`src/rtl/ps2_key_decoder_if.sv`:
```
// Bus between the PS/2 key decoder and its neighbours: the receiver history
// register going in, the key-event stream and status flags coming out.
interface ps2_key_decoder_if;
  logic [15:0] code;
  logic        ev_ready;
  logic        ev_valid;
  logic [7:0]  ev_key;
  logic        ev_ext;
  logic        ev_break;
  logic [7:0]  ev_ascii;
  logic        shift_held;
  logic        overflow;

  modport master (
    output code, ev_ready,
    input  ev_valid, ev_key, ev_ext, ev_break, ev_ascii, shift_held, overflow
  );

  modport slave (
    input  code, ev_ready,
    output ev_valid, ev_key, ev_ext, ev_break, ev_ascii, shift_held, overflow
  );
endinterface

```
`src/rtl/ps2_key_decoder.sv`:
```
// Turns the Set-2 scan-code byte stream into make/break key events with ASCII
// translation, queued in a small FIFO with a valid/ready handshake.
module ps2_key_decoder #(
  parameter int FIFO_DEPTH = 4
) (
  input  logic             clk,
  input  logic             rst_n,
  ps2_key_decoder_if.slave bus
);
  localparam int AW = $clog2(FIFO_DEPTH);

  typedef enum logic [1:0] {IDLE, EXT, BRK, EXT_BRK} state_t;

  state_t      state_q, state_d;
  logic [15:0] prevCode_q;
  logic [1:0]  shift_q, shift_d;
  logic        overflow_q;
  logic [AW:0] wrPtr_q, rdPtr_q;
  logic [17:0] mem [FIFO_DEPTH];

  logic        newByte, isIgnored;
  logic [7:0]  rxByte, emitAscii;
  logic        emit, emitExt, emitBrk;
  logic        full, empty, push, pop;
  logic [17:0] head;

  function automatic logic [7:0] asciiOf(input logic [7:0] key, input logic shift);
    logic [7:0] ch;
    logic       letter;
    ch     = 8'h00;
    letter = 1'b1;
    case (key)
      8'h1C: ch = 8'h61;  8'h32: ch = 8'h62;  8'h21: ch = 8'h63;  8'h23: ch = 8'h64;
      8'h24: ch = 8'h65;  8'h2B: ch = 8'h66;  8'h34: ch = 8'h67;  8'h33: ch = 8'h68;
      8'h43: ch = 8'h69;  8'h3B: ch = 8'h6A;  8'h42: ch = 8'h6B;  8'h4B: ch = 8'h6C;
      8'h3A: ch = 8'h6D;  8'h31: ch = 8'h6E;  8'h44: ch = 8'h6F;  8'h4D: ch = 8'h70;
      8'h15: ch = 8'h71;  8'h2D: ch = 8'h72;  8'h1B: ch = 8'h73;  8'h2C: ch = 8'h74;
      8'h3C: ch = 8'h75;  8'h2A: ch = 8'h76;  8'h1D: ch = 8'h77;  8'h22: ch = 8'h78;
      8'h35: ch = 8'h79;  8'h1A: ch = 8'h7A;
      default: letter = 1'b0;
    endcase
    if (letter) begin
      if (shift) ch = ch - 8'h20;
    end else begin
      case (key)
        8'h45: ch = 8'h30;  8'h16: ch = 8'h31;  8'h1E: ch = 8'h32;  8'h26: ch = 8'h33;
        8'h25: ch = 8'h34;  8'h2E: ch = 8'h35;  8'h36: ch = 8'h36;  8'h3D: ch = 8'h37;
        8'h3E: ch = 8'h38;  8'h46: ch = 8'h39;
        8'h29: ch = 8'h20;  8'h5A: ch = 8'h0D;  8'h66: ch = 8'h08;
        default: ch = 8'h00;
      endcase
    end
    return ch;
  endfunction

  // A byte is new only when the history register moved since last cycle.
  always_comb begin
    rxByte    = bus.code[15:8];
    newByte   = (bus.code != prevCode_q);
    isIgnored = rxByte inside {8'h00, 8'hAA, 8'hE1, 8'hEE, 8'hFA, 8'hFE, 8'hFF};
  end

  always_comb begin
    state_d = state_q;
    emit    = 1'b0;
    emitExt = 1'b0;
    emitBrk = 1'b0;
    if (newByte) begin
      case (state_q)
        IDLE: begin
          if (rxByte == 8'hE0)      state_d = EXT;
          else if (rxByte == 8'hF0) state_d = BRK;
          else if (!isIgnored)      emit = 1'b1;
        end
        EXT: begin
          if (rxByte == 8'hF0)      state_d = EXT_BRK;
          else if (rxByte == 8'hE0) state_d = EXT;
          else begin
            state_d = IDLE;
            emit    = !isIgnored;
            emitExt = 1'b1;
          end
        end
        BRK: begin
          if (rxByte == 8'hE0)      state_d = EXT;
          else if (rxByte == 8'hF0) state_d = BRK;
          else begin
            state_d = IDLE;
            emit    = 1'b1;
            emitBrk = 1'b1;
          end
        end
        EXT_BRK: begin
          if (rxByte != 8'hE0 && rxByte != 8'hF0) begin
            state_d = IDLE;
            emit    = 1'b1;
            emitExt = 1'b1;
            emitBrk = 1'b1;
          end
        end
        default: state_d = IDLE;
      endcase
    end
  end

  // ASCII uses the shift state from before this event; shift bits follow the event.
  always_comb begin
    emitAscii = emitExt ? 8'h00 : asciiOf(rxByte, |shift_q);
    shift_d   = shift_q;
    if (emit && !emitExt) begin
      if (rxByte == 8'h12) shift_d[0] = !emitBrk;
      if (rxByte == 8'h59) shift_d[1] = !emitBrk;
    end
  end

  always_comb begin
    empty = (wrPtr_q == rdPtr_q);
    full  = (wrPtr_q[AW] != rdPtr_q[AW]) && (wrPtr_q[AW-1:0] == rdPtr_q[AW-1:0]);
    pop   = !empty && bus.ev_ready;
    push  = emit && (!full || pop);
    head  = empty ? 18'h0 : mem[rdPtr_q[AW-1:0]];
  end

  always_ff @(posedge clk) begin
    if (push) mem[wrPtr_q[AW-1:0]] <= {emitExt, emitBrk, rxByte, emitAscii};
  end

  always_ff @(posedge clk or negedge rst_n) begin
    if (!rst_n) begin
      state_q    <= IDLE;
      prevCode_q <= 16'h0000;
      shift_q    <= 2'b00;
      overflow_q <= 1'b0;
      wrPtr_q    <= '0;
      rdPtr_q    <= '0;
    end else begin
      state_q    <= state_d;
      prevCode_q <= bus.code;
      shift_q    <= shift_d;
      if (emit && full && !pop) overflow_q <= 1'b1;
      if (push) wrPtr_q <= wrPtr_q + (AW+1)'(1);
      if (pop)  rdPtr_q <= rdPtr_q + (AW+1)'(1);
    end
  end

  assign bus.ev_valid   = !empty;
  assign bus.ev_ext     = head[17];
  assign bus.ev_break   = head[16];
  assign bus.ev_key     = head[15:8];
  assign bus.ev_ascii   = head[7:0];
  assign bus.shift_held = |shift_q;
  assign bus.overflow   = overflow_q;
endmodule

```
`src/flat_wrapper.sv`:
```
// flat-port wrapper written by rule: the top's interface ports become plain ports
module ps2_key_decoder_flat 
#(
  parameter int FIFO_DEPTH = 4
)
  (clk, rst_n, bus_code, bus_ev_ready, bus_ev_valid, bus_ev_key, bus_ev_ext, bus_ev_break, bus_ev_ascii, bus_shift_held, bus_overflow);
  ps2_key_decoder_if bus_i ();
  input  logic clk;
  input  logic rst_n;
  input wire logic [$bits(bus_i.code)-1:0] bus_code;
  input wire logic [$bits(bus_i.ev_ready)-1:0] bus_ev_ready;
  output wire logic [$bits(bus_i.ev_valid)-1:0] bus_ev_valid;
  output wire logic [$bits(bus_i.ev_key)-1:0] bus_ev_key;
  output wire logic [$bits(bus_i.ev_ext)-1:0] bus_ev_ext;
  output wire logic [$bits(bus_i.ev_break)-1:0] bus_ev_break;
  output wire logic [$bits(bus_i.ev_ascii)-1:0] bus_ev_ascii;
  output wire logic [$bits(bus_i.shift_held)-1:0] bus_shift_held;
  output wire logic [$bits(bus_i.overflow)-1:0] bus_overflow;
  assign bus_i.code = bus_code;
  assign bus_i.ev_ready = bus_ev_ready;
  assign bus_ev_valid = bus_i.ev_valid;
  assign bus_ev_key = bus_i.ev_key;
  assign bus_ev_ext = bus_i.ev_ext;
  assign bus_ev_break = bus_i.ev_break;
  assign bus_ev_ascii = bus_i.ev_ascii;
  assign bus_shift_held = bus_i.shift_held;
  assign bus_overflow = bus_i.overflow;
  ps2_key_decoder #(.FIFO_DEPTH(FIFO_DEPTH)) u_core (.clk(clk), .rst_n(rst_n), .bus(bus_i));
endmodule
```
`config.mk`:
```
export PLATFORM = sky130hd
export DESIGN_NAME = ps2_key_decoder_flat
export DESIGN_NICKNAME = d
export VERILOG_FILES = /design/src/rtl/ps2_key_decoder_if.sv /design/src/rtl/ps2_key_decoder.sv /design/src/flat_wrapper.sv
export SDC_FILE = /design/constraint.sdc
export NUM_CORES = 1
export LEC_CHECK = 0
export CORE_MARGIN = 2
export CORE_UTILIZATION = 35
export CTS_CLUSTER_DIAMETER = 200
export DETAILED_ROUTE_END_ITERATION = 12
export DONT_BUFFER_PORTS = 1
export SYNTH_ARGS = -nofsm -noshare
export SYNTH_HDL_FRONTEND = slang
export SYNTH_SLANG_ARGS = --single-unit
```
`constraint.sdc`:
```
create_clock -name clk -period 2.85 [get_ports clk]
set_clock_uncertainty 0.1 [all_clocks]
set_input_delay 0.285 -clock clk [delete_from_list [all_inputs] [get_ports clk]]
set_output_delay 0.285 -clock clk [all_outputs]
set_load 0.05 [all_outputs]
```
congestion.png
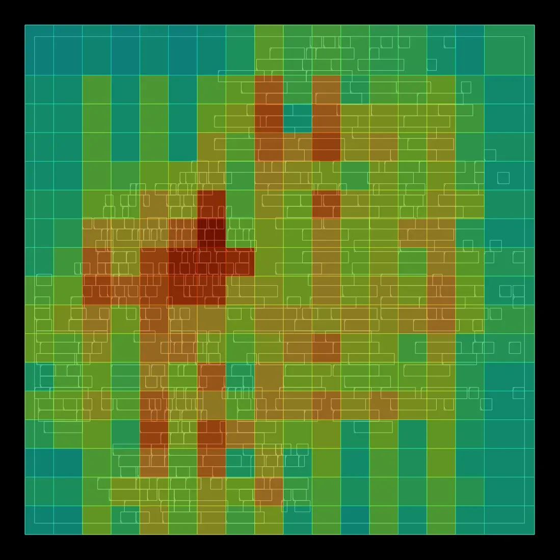
WL/cell: 18.8 µm
global-route track usage on met3: 4.46%
fin util: 41.5%
gr busiest metal: met2

placement_by_type.png
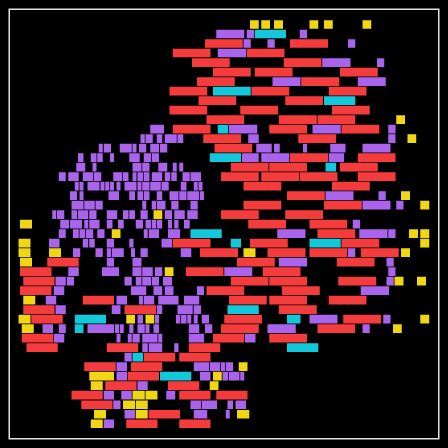
- cyan: clock drivers and dummy loads (cells 16)
- purple: combinational and other logic (cells 247)
- yellow: remaining buffers and delay cells (cells 45)
- red: sequential cells (cells 99)

==> impl_metrics.json <==
{
  "setup_violations": 0,
  "seq_cell_power_mw": 2.25,
  "status": "completed",
  "layout_top_cells": "72 x edfxtp_1, 27 x dfrtp_1, 26 x xnor2_1, 26 x buf_4",
  "antenna_cells": 0,
  "wl_met3_um": 686,
  "grt_first_pass_wirelength_um": 17600,
  "swShare_pct": 40.9,
  "cts_resized": 0,
  "p_seq_share_pct": 34.9,
  "clock_latency_ps": 350,
  "cp.arrival_ps": 2460,
  "grt_max_degree": 28,
  "design_area_um2": 5720,
  "grt_antenna_before_repair": 0,
  "cp.buffers_inverters": 1,
  "hold_buffers": 19,
  "cp_slowest_cell": "nor3b_2",
  "leakage_nw": 2.00,
  "synth-xor-area-share_pct": 4.81,
  "ys_sh_simple_pct": 15.2,
  "cts_tree": "yes",
  "p_comb_mw": 2.95,
  "synth-edff-count": 72,
  "logic_area_um2": 1920,
  "ys_types": 62,
  "fp-row-count": 43,
  "vias": 3154,
  "htree_levels": 3,
  "layout_setup_ws_ps": 389,
  "dominant-cell-class": "registers",
  "topCellsByArea": "edfxtp_1 44%, dfrtp_1 14%, mux4_2 8.3%, xnor2_1 4.6%, nor2b_1 2.9%",
  "yosys_area_um2": 4910,
  "synth-main-ff-cell": "edfxtp_1",
  "synth_flop_count": 99,
  "slew_violations": 0,
  "top_cells_by_count": "72 x edfxtp_1, 27 x dfrtp_1, 26 x xnor2_1",
  "synth_warnings": 0,
  "synth_area_um2": 4910,
  "fmax_mhz": 406
}
io_fan.png
The bar under the picture is 20 µm long.
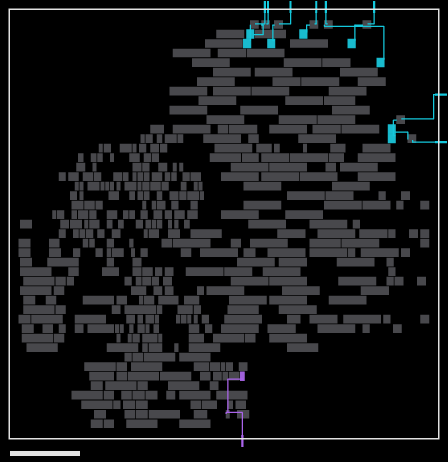
- purple: `bus_ev_valid` (direction output; edge bottom; end cells 1; buffers 0; wire 25.8 µm)
- cyan: `bus_ev_ascii` (direction output; edge 6 top, 2 right; end cells 8; buffers 8; wire 118 µm)
IO Port Bufs: 0
Ports: 40

cell_density.png
The bar under the picture is 20 µm long. The die is cut into 12 by 12 equal tiles; black is low, pale yellow is high, 0 to 100% covered.
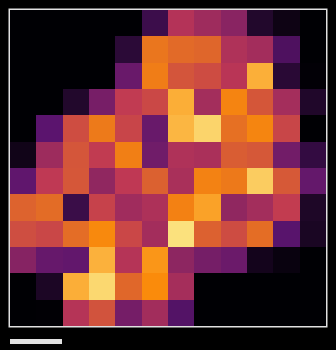
- densest ninth of the die: center
- fullest tile: 94%
- emptiest ninth of the die: upper left
- nearly empty tiles: 24%
- tiles over 75% full: 7.6%
- mean over tiles: 37%
Init Core Util: 35.7%
Core Area: 13800 µm²

[path summary, 6_finish.rpt]
path	cells past startpoint	startpoint	slack [ps]	endpoint
min in group asynchronous	2	rst_n	260	u_core.prevCode_q[4]
min reg2reg	1	u_core.shift_q[1]	400	u_core.shift_q[1]
max	7	u_core.prevCode_q[0]	390	u_core.mem[2][5]
min	2	bus_ev_ready	30	u_core.rdPtr_q[0]
max reg2reg	7	u_core.prevCode_q[0]	390	u_core.mem[2][5]
max in group asynchronous	2	rst_n	2240	u_core.rdPtr_q[0]
[flip-flops by register name, indices dropped and copies added, names as in the netlist]
name / cells
u_core.rdPtr_q: 3
u_core.bus.overflow: 1
u_core.shift_q: 2
u_core.prevCode_q: 16
u_core.mem: 72
u_core.state_q: 2
u_core.wrPtr_q: 3
